<file path="config.mk">
export PLATFORM = sky130hd
export DESIGN_NAME = wb_ufp_timeout_slice
export DESIGN_NICKNAME = d
export VERILOG_FILES = /design/src/rtl/wb_ufp_timeout_slice.sv
export SDC_FILE = /design/constraint.sdc
export NUM_CORES = 1
export LEC_CHECK = 0
export CAP_MARGIN = 20
export CORE_UTILIZATION = 30
export CTS_BUF_LIST = sky130_fd_sc_hd__clkbuf_4
export CTS_CLUSTER_DIAMETER = 200
export DETAILED_ROUTE_END_ITERATION = 10
export HOLD_SLACK_MARGIN = 0.06
export PLACE_DENSITY_LB_ADDON = 0.1
export SYNTH_ARGS = -nofsm -noshare
export SYNTH_HDL_FRONTEND = slang
export SYNTH_SLANG_ARGS = --single-unit
</file>
<file path="constraint.sdc">
create_clock -name wb_clk_i -period 2.05 [get_ports wb_clk_i]
set_input_delay 0.41 -clock wb_clk_i [delete_from_list [all_inputs] [get_ports wb_clk_i]]
set_output_delay 0.41 -clock wb_clk_i [all_outputs]
set_load 0.005 [all_outputs]
</file>
<file path="src/rtl/wb_ufp_timeout_slice.sv">
// Registered Wishbone classic slice between the management UFP and the bus bridge, with a downstream watchdog.
// Latency: request captured on one edge, wbm_stb_o high after it, wbs_ack_o one cycle after the downstream ack (3-cycle minimum).
// Backpressure: one transfer in flight; the UFP waits on wbs_ack_o, and a silent downstream is cut off after TIMEOUT_CYCLES.
// Optional build macro WB_SLICE_ERR_EN: adds wbs_err_o and reports timeouts on it instead of wbs_ack_o.
module wb_ufp_timeout_slice #(
    parameter int unsigned  TIMEOUT_CYCLES = 64,
    parameter logic [31:0]  TIMEOUT_DATA   = 32'hDEAD_BEEF
) (
    input  logic        wb_clk_i,
    input  logic        wb_rst_i,
    input  logic        wbs_stb_i,
    input  logic        wbs_cyc_i,
    input  logic        wbs_we_i,
    input  logic [3:0]  wbs_sel_i,
    input  logic [31:0] wbs_dat_i,
    input  logic [31:0] wbs_adr_i,
    output logic        wbs_ack_o,
    output logic [31:0] wbs_dat_o,
    output logic        wbm_stb_o,
    output logic        wbm_cyc_o,
    output logic        wbm_we_o,
    output logic [3:0]  wbm_sel_o,
    output logic [31:0] wbm_dat_o,
    output logic [31:0] wbm_adr_o,
    input  logic        wbm_ack_i,
    input  logic [31:0] wbm_dat_i,
    output logic        timeout_o,
    output logic [7:0]  timeout_count_o
`ifdef WB_SLICE_ERR_EN
    ,
    output logic        wbs_err_o
`endif
);

    localparam int unsigned     CW       = $clog2(TIMEOUT_CYCLES);
    localparam logic [CW-1:0]   CNT_LAST = CW'(TIMEOUT_CYCLES - 1);

    typedef enum logic [1:0] {IDLE, BUSY, RESP} state_t;

    state_t         state_q, state_d;
    logic [CW-1:0]  cnt_q, cnt_d;
    logic           stb_q, stb_d;
    logic           we_q, we_d;
    logic [3:0]     sel_q, sel_d;
    logic [31:0]    dat_q, dat_d;
    logic [31:0]    adr_q, adr_d;
    logic           ack_q, ack_d;
    logic [31:0]    rdat_q, rdat_d;
    logic           to_q, to_d;
    logic [7:0]     tcnt_q, tcnt_d;
`ifdef WB_SLICE_ERR_EN
    logic           err_q, err_d;
`endif

    // Next-state and next-register values; ack beats timeout, abort beats both.
    always_comb begin
        state_d = state_q;
        cnt_d   = cnt_q;
        stb_d   = stb_q;
        we_d    = we_q;
        sel_d   = sel_q;
        dat_d   = dat_q;
        adr_d   = adr_q;
        ack_d   = 1'b0;
        rdat_d  = rdat_q;
        to_d    = to_q;
        tcnt_d  = tcnt_q;
`ifdef WB_SLICE_ERR_EN
        err_d   = 1'b0;
`endif
        case (state_q)
            IDLE: begin
                if (wbs_cyc_i && wbs_stb_i) begin
                    we_d    = wbs_we_i;
                    sel_d   = wbs_sel_i;
                    dat_d   = wbs_dat_i;
                    adr_d   = wbs_adr_i;
                    cnt_d   = '0;
                    stb_d   = 1'b1;
                    state_d = BUSY;
                end
            end
            BUSY: begin
                if (!wbs_cyc_i) begin
                    stb_d   = 1'b0;
                    state_d = IDLE;
                end else if (wbm_ack_i) begin
                    rdat_d  = wbm_dat_i;
                    stb_d   = 1'b0;
                    ack_d   = 1'b1;
                    state_d = RESP;
                end else if (cnt_q == CNT_LAST) begin
                    rdat_d  = TIMEOUT_DATA;
                    stb_d   = 1'b0;
                    to_d    = 1'b1;
                    if (tcnt_q != 8'hFF) begin
                        tcnt_d = tcnt_q + 8'd1;
                    end
`ifdef WB_SLICE_ERR_EN
                    err_d   = 1'b1;
`else
                    ack_d   = 1'b1;
`endif
                    state_d = RESP;
                end else begin
                    cnt_d   = cnt_q + CW'(1);
                end
            end
            RESP: begin
                state_d = IDLE;
            end
            default: begin
                state_d = IDLE;
            end
        endcase
    end

    // State and datapath registers; reset drops any in-flight transfer silently.
    always_ff @(posedge wb_clk_i or negedge wb_rst_i) begin
        if (!wb_rst_i) begin
            state_q <= IDLE;
            cnt_q   <= '0;
            stb_q   <= 1'b0;
            we_q    <= 1'b0;
            sel_q   <= 4'h0;
            dat_q   <= 32'h0;
            adr_q   <= 32'h0;
            ack_q   <= 1'b0;
            rdat_q  <= 32'h0;
            to_q    <= 1'b0;
            tcnt_q  <= 8'h0;
`ifdef WB_SLICE_ERR_EN
            err_q   <= 1'b0;
`endif
        end else begin
            state_q <= state_d;
            cnt_q   <= cnt_d;
            stb_q   <= stb_d;
            we_q    <= we_d;
            sel_q   <= sel_d;
            dat_q   <= dat_d;
            adr_q   <= adr_d;
            ack_q   <= ack_d;
            rdat_q  <= rdat_d;
            to_q    <= to_d;
            tcnt_q  <= tcnt_d;
`ifdef WB_SLICE_ERR_EN
            err_q   <= err_d;
`endif
        end
    end

    assign wbs_ack_o       = ack_q;
    assign wbs_dat_o       = rdat_q;
    assign wbm_stb_o       = stb_q;
    assign wbm_cyc_o       = stb_q;
    assign wbm_we_o        = we_q;
    assign wbm_sel_o       = sel_q;
    assign wbm_dat_o       = dat_q;
    assign wbm_adr_o       = adr_q;
    assign timeout_o       = to_q;
    assign timeout_count_o = tcnt_q;
`ifdef WB_SLICE_ERR_EN
    assign wbs_err_o       = err_q;
`endif

endmodule
</file>
### Signal wires by layer, run 1

Bar = 50 um. Only two layers are drawn.
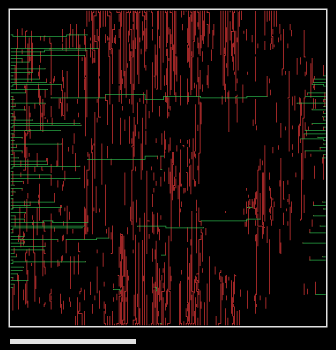
legend:
  red:
    layer: metal 2
    wire_length: 5620 um
  green:
    layer: metal 3
    wire_length: 1090 um

### Where the registers sit, run 1

Bar = 50 um. Other sequential cells in the stronger gray, the rest of the logic in the fainter gray.
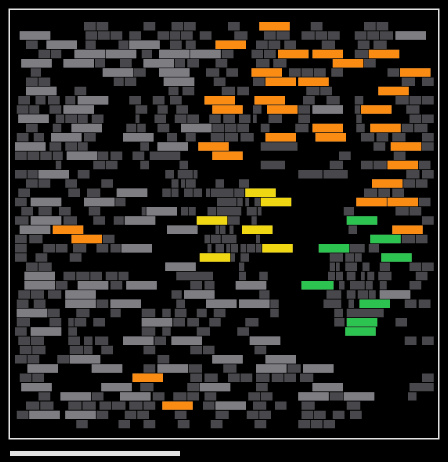
legend:
  yellow:
    name_in_the_netlist: cnt_q
    sequential_cells: 6
    where: center
  green:
    name_in_the_netlist: timeout_count_o
    sequential_cells: 8
    where: middle right
  orange:
    name_in_the_netlist: wbm_dat_o
    sequential_cells: 32
flip-flop and latch share of the layout cell area: 0.405
Register Area: 0.00300 mm^2
Seq. pwr: 0.00311 W

### Routing congestion map, run 1

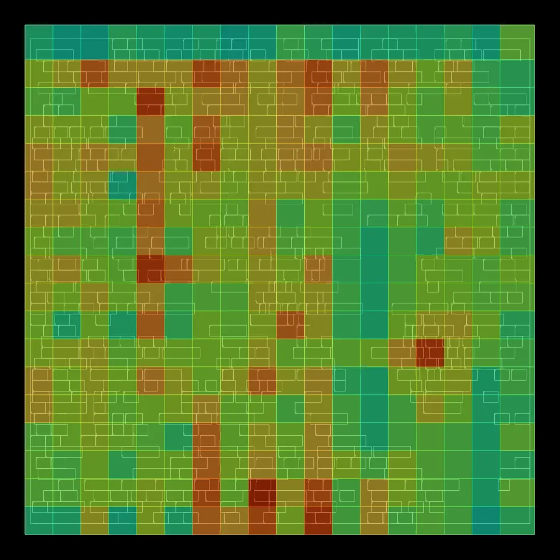
overall routing resource usage: 0.156
met1 Use GR: 0.180
met2 global-route usage: 0.254
post-layout util: 0.503

==> impl_metrics.ini, run 1 <==
; physical design summary
[outcome]
run_status = complete, no violations

[worst_setup_path]
crit_path_start_kind = register
reg2reg_setup_slack_ps = 190
r2r.worst_path.cells = 5
crit_path_max_incr_delay_ps = 540
worst_setup_path_endpoint = timeout_count_o[3]
crit_type = register to output port

[global_routing]
global_route_layer_with_the_greatest_usage = met2
overflow = 0
grt_max_degree = 121

[cts]
cts_setup_buffers = 0
cts-buffers-inserted = 17
htree_num_levels = 4

[floorplan]
io_pins = 219
nWellTaps = 184
die_width_um = 126

[synthesis]
synthesis.instances = 300
largest_logic_family = multiplexers
topCellsByArea = dfrtp_1 65%, mux2_2 17%, o22a_1 4.6%
post_synthesis_mux_area_share = 0.177

[cells_and_area]
clkbuf_count = 18
bufAreaShareNonClock = 0.317
number_of_nets_at_the_end_of_the_flow = 645
comb_area_share = 0.206

[place]
dpl.hpwl_mm = 8.12
placement.io_buffers = 218
dp_worst_setup_slack_ps = -206

[min_path]
holdCritStartpoint = wbm_dat_i[11]

[route]
via_per_inst = 4.59
remaining_drc_errors = 0

[flow_run]
openroad.warnings = 28

[sta]
worst_clock_skew_ps = 20.5
timing_hold_violations_final = 0
finalSetupTns_ps = 0
final.min_clock_period_ps = 1910
min_period_over_period = 0.932

[power_and_ir_drop]
top_power_group = sequential cells
combinationalPower_w = 0.00194
==> run 1: how the worst min path moves through the flow <==
| stage | to | slack (ps) | cells after the start |
|---|---|---|---|
| final | wbs_dat_o[11] | 470 | 2 |
| after global routing | wbs_dat_o[30] | 410 | 2 |
| after CTS | wbs_dat_o[30] | 410 | 2 |
| after detailed placement | timeout_o | 470 | 1 |
| after global placement | timeout_o | 460 | 1 |
| after floorplan | cnt_q[0] | 110 | 0 |
==> run 1: sequential cells by signal, summed over array words and instances, names as in the netlist <==
name and flops:
state_q 2, wbm_adr_o 32, wbs_dat_o 32, wbm_we_o 1
timeout_count_o 8, wbm_dat_o 32, wbm_cyc_o 1, wbm_sel_o 4
wbs_ack_o 1, timeout_o 1, cnt_q 6
--- run 2 (diff from run 1) ---
Clock period 2.05 ns to 2.25 ns, I/O delays scaled along.
### Cell classes on the final placement, run 2

Bar = 50 um. Fill, decap, tap and diode cells in gray.
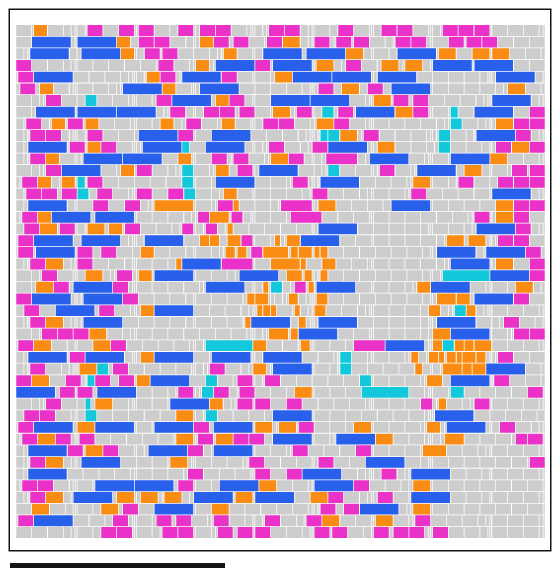
legend:
  cyan:
    class: clock drivers and dummy loads
    cells: 32
    share_of_their_area: 4.1%
  orange:
    class: combinational and other logic
    cells: 166
    share_of_their_area: 21%
  magenta:
    class: other buffers and delay cells
    cells: 232
    share_of_their_area: 33%
  blue:
    class: flops
    cells: 120
    share_of_their_area: 42%
core region area: 0.0148 mm^2
flip-flop and latch share of the layout cell area: 0.405
row cnt: 44
post-layout util: 0.503
final design area excluding fillers: 0.00742 mm^2

==> impl_metrics.ini, run 2 <==
; physical design summary
[cells_and_area]
bufAreaShareNonClock = 0.317
number_of_nets_at_the_end_of_the_flow = 645
clkbuf_count = 18
area.sequential_mm2 = 0.00300
comb_area_share = 0.206

[floorplan]
io_pins = 219
die_width_um = 126
nWellTaps = 184

[cts]
cts-buffers-inserted = 17
htree_num_levels = 4
cts_setup_buffers = 0
post_cts_resize_count = 0

[outcome]
run_status = complete, no violations

[synthesis]
synth-edff-count = 0
synth_area_leader_cell = dfrtp_1
topCellsByArea = dfrtp_1 65%, mux2_2 17%, o22a_1 4.6%
synthesis.instances = 300

[global_routing]
first_global_vias = 3685
overflow = 0
grt_max_degree = 49

[worst_setup_path]
crit_path_max_incr_delay_ps = 550
crit_path_start_kind = register
reg2reg_setup_slack_ps = 360
worst-endpoint-required_ps = 1800
crit_type = register to output port
worst_setup_path_endpoint = timeout_count_o[2]

[sta]
worst_clock_skew_ps = 10.2
timing_hold_violations_final = 0
final.min_clock_period_ps = 1990
finalSetupTns_ps = 0
min_period_over_period = 0.883

[power_and_ir_drop]
internal_w = 0.00465
top_power_group = sequential cells
pg_seq_w = 0.00283
combinationalPower_w = 0.00177

[place]
dpl.hpwl_mm = 8.27

[flow_run]
openroad.warnings = 26

[route]
via_per_inst = 4.57
### Signal wires by layer, run 2

Bar = 50 um. Only two layers are drawn.
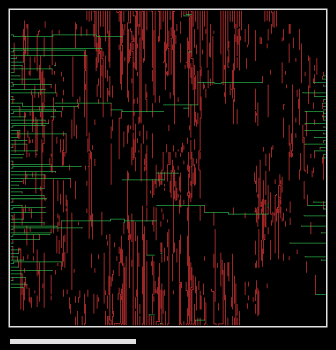
legend:
  red:
    layer: metal 2
    wire_length: 5590 um
  green:
    layer: metal 3
    wire_length: 1130 um

==> run 2: logic make-up after synthesis <==
kind of cell               share of synthesized area
DFF                                            0.653
muxes                                          0.177
AOI/OAI and AO/OA                             0.0808
and+or+nand+nor                               0.0550
buffers and inverters                         0.0171
xor gates and xnor gates                      0.0114
adders and majority gates                    0.00544
==> run 2: per-stage QoR <==
step	setup WS [ps]	cell area (um^2)
after floorplan	527	4600
after global placement	-24.2	7120
after detailed placement	-60.3	7120
after CTS	208	7420
after global routing	163	7420
final	264	7420
==> run 2: per-layer routing <==
layer,GRT usage,up-vias,share of wire
met5,0,-,0
met4,0.0659,0,0.020
met3,0.0786,19,0.099
met2,0.252,132,0.49
met1,0.172,1644,0.39
li1,-,1564,-
No activity file was given, so power comes from the tool's default toggle rates.
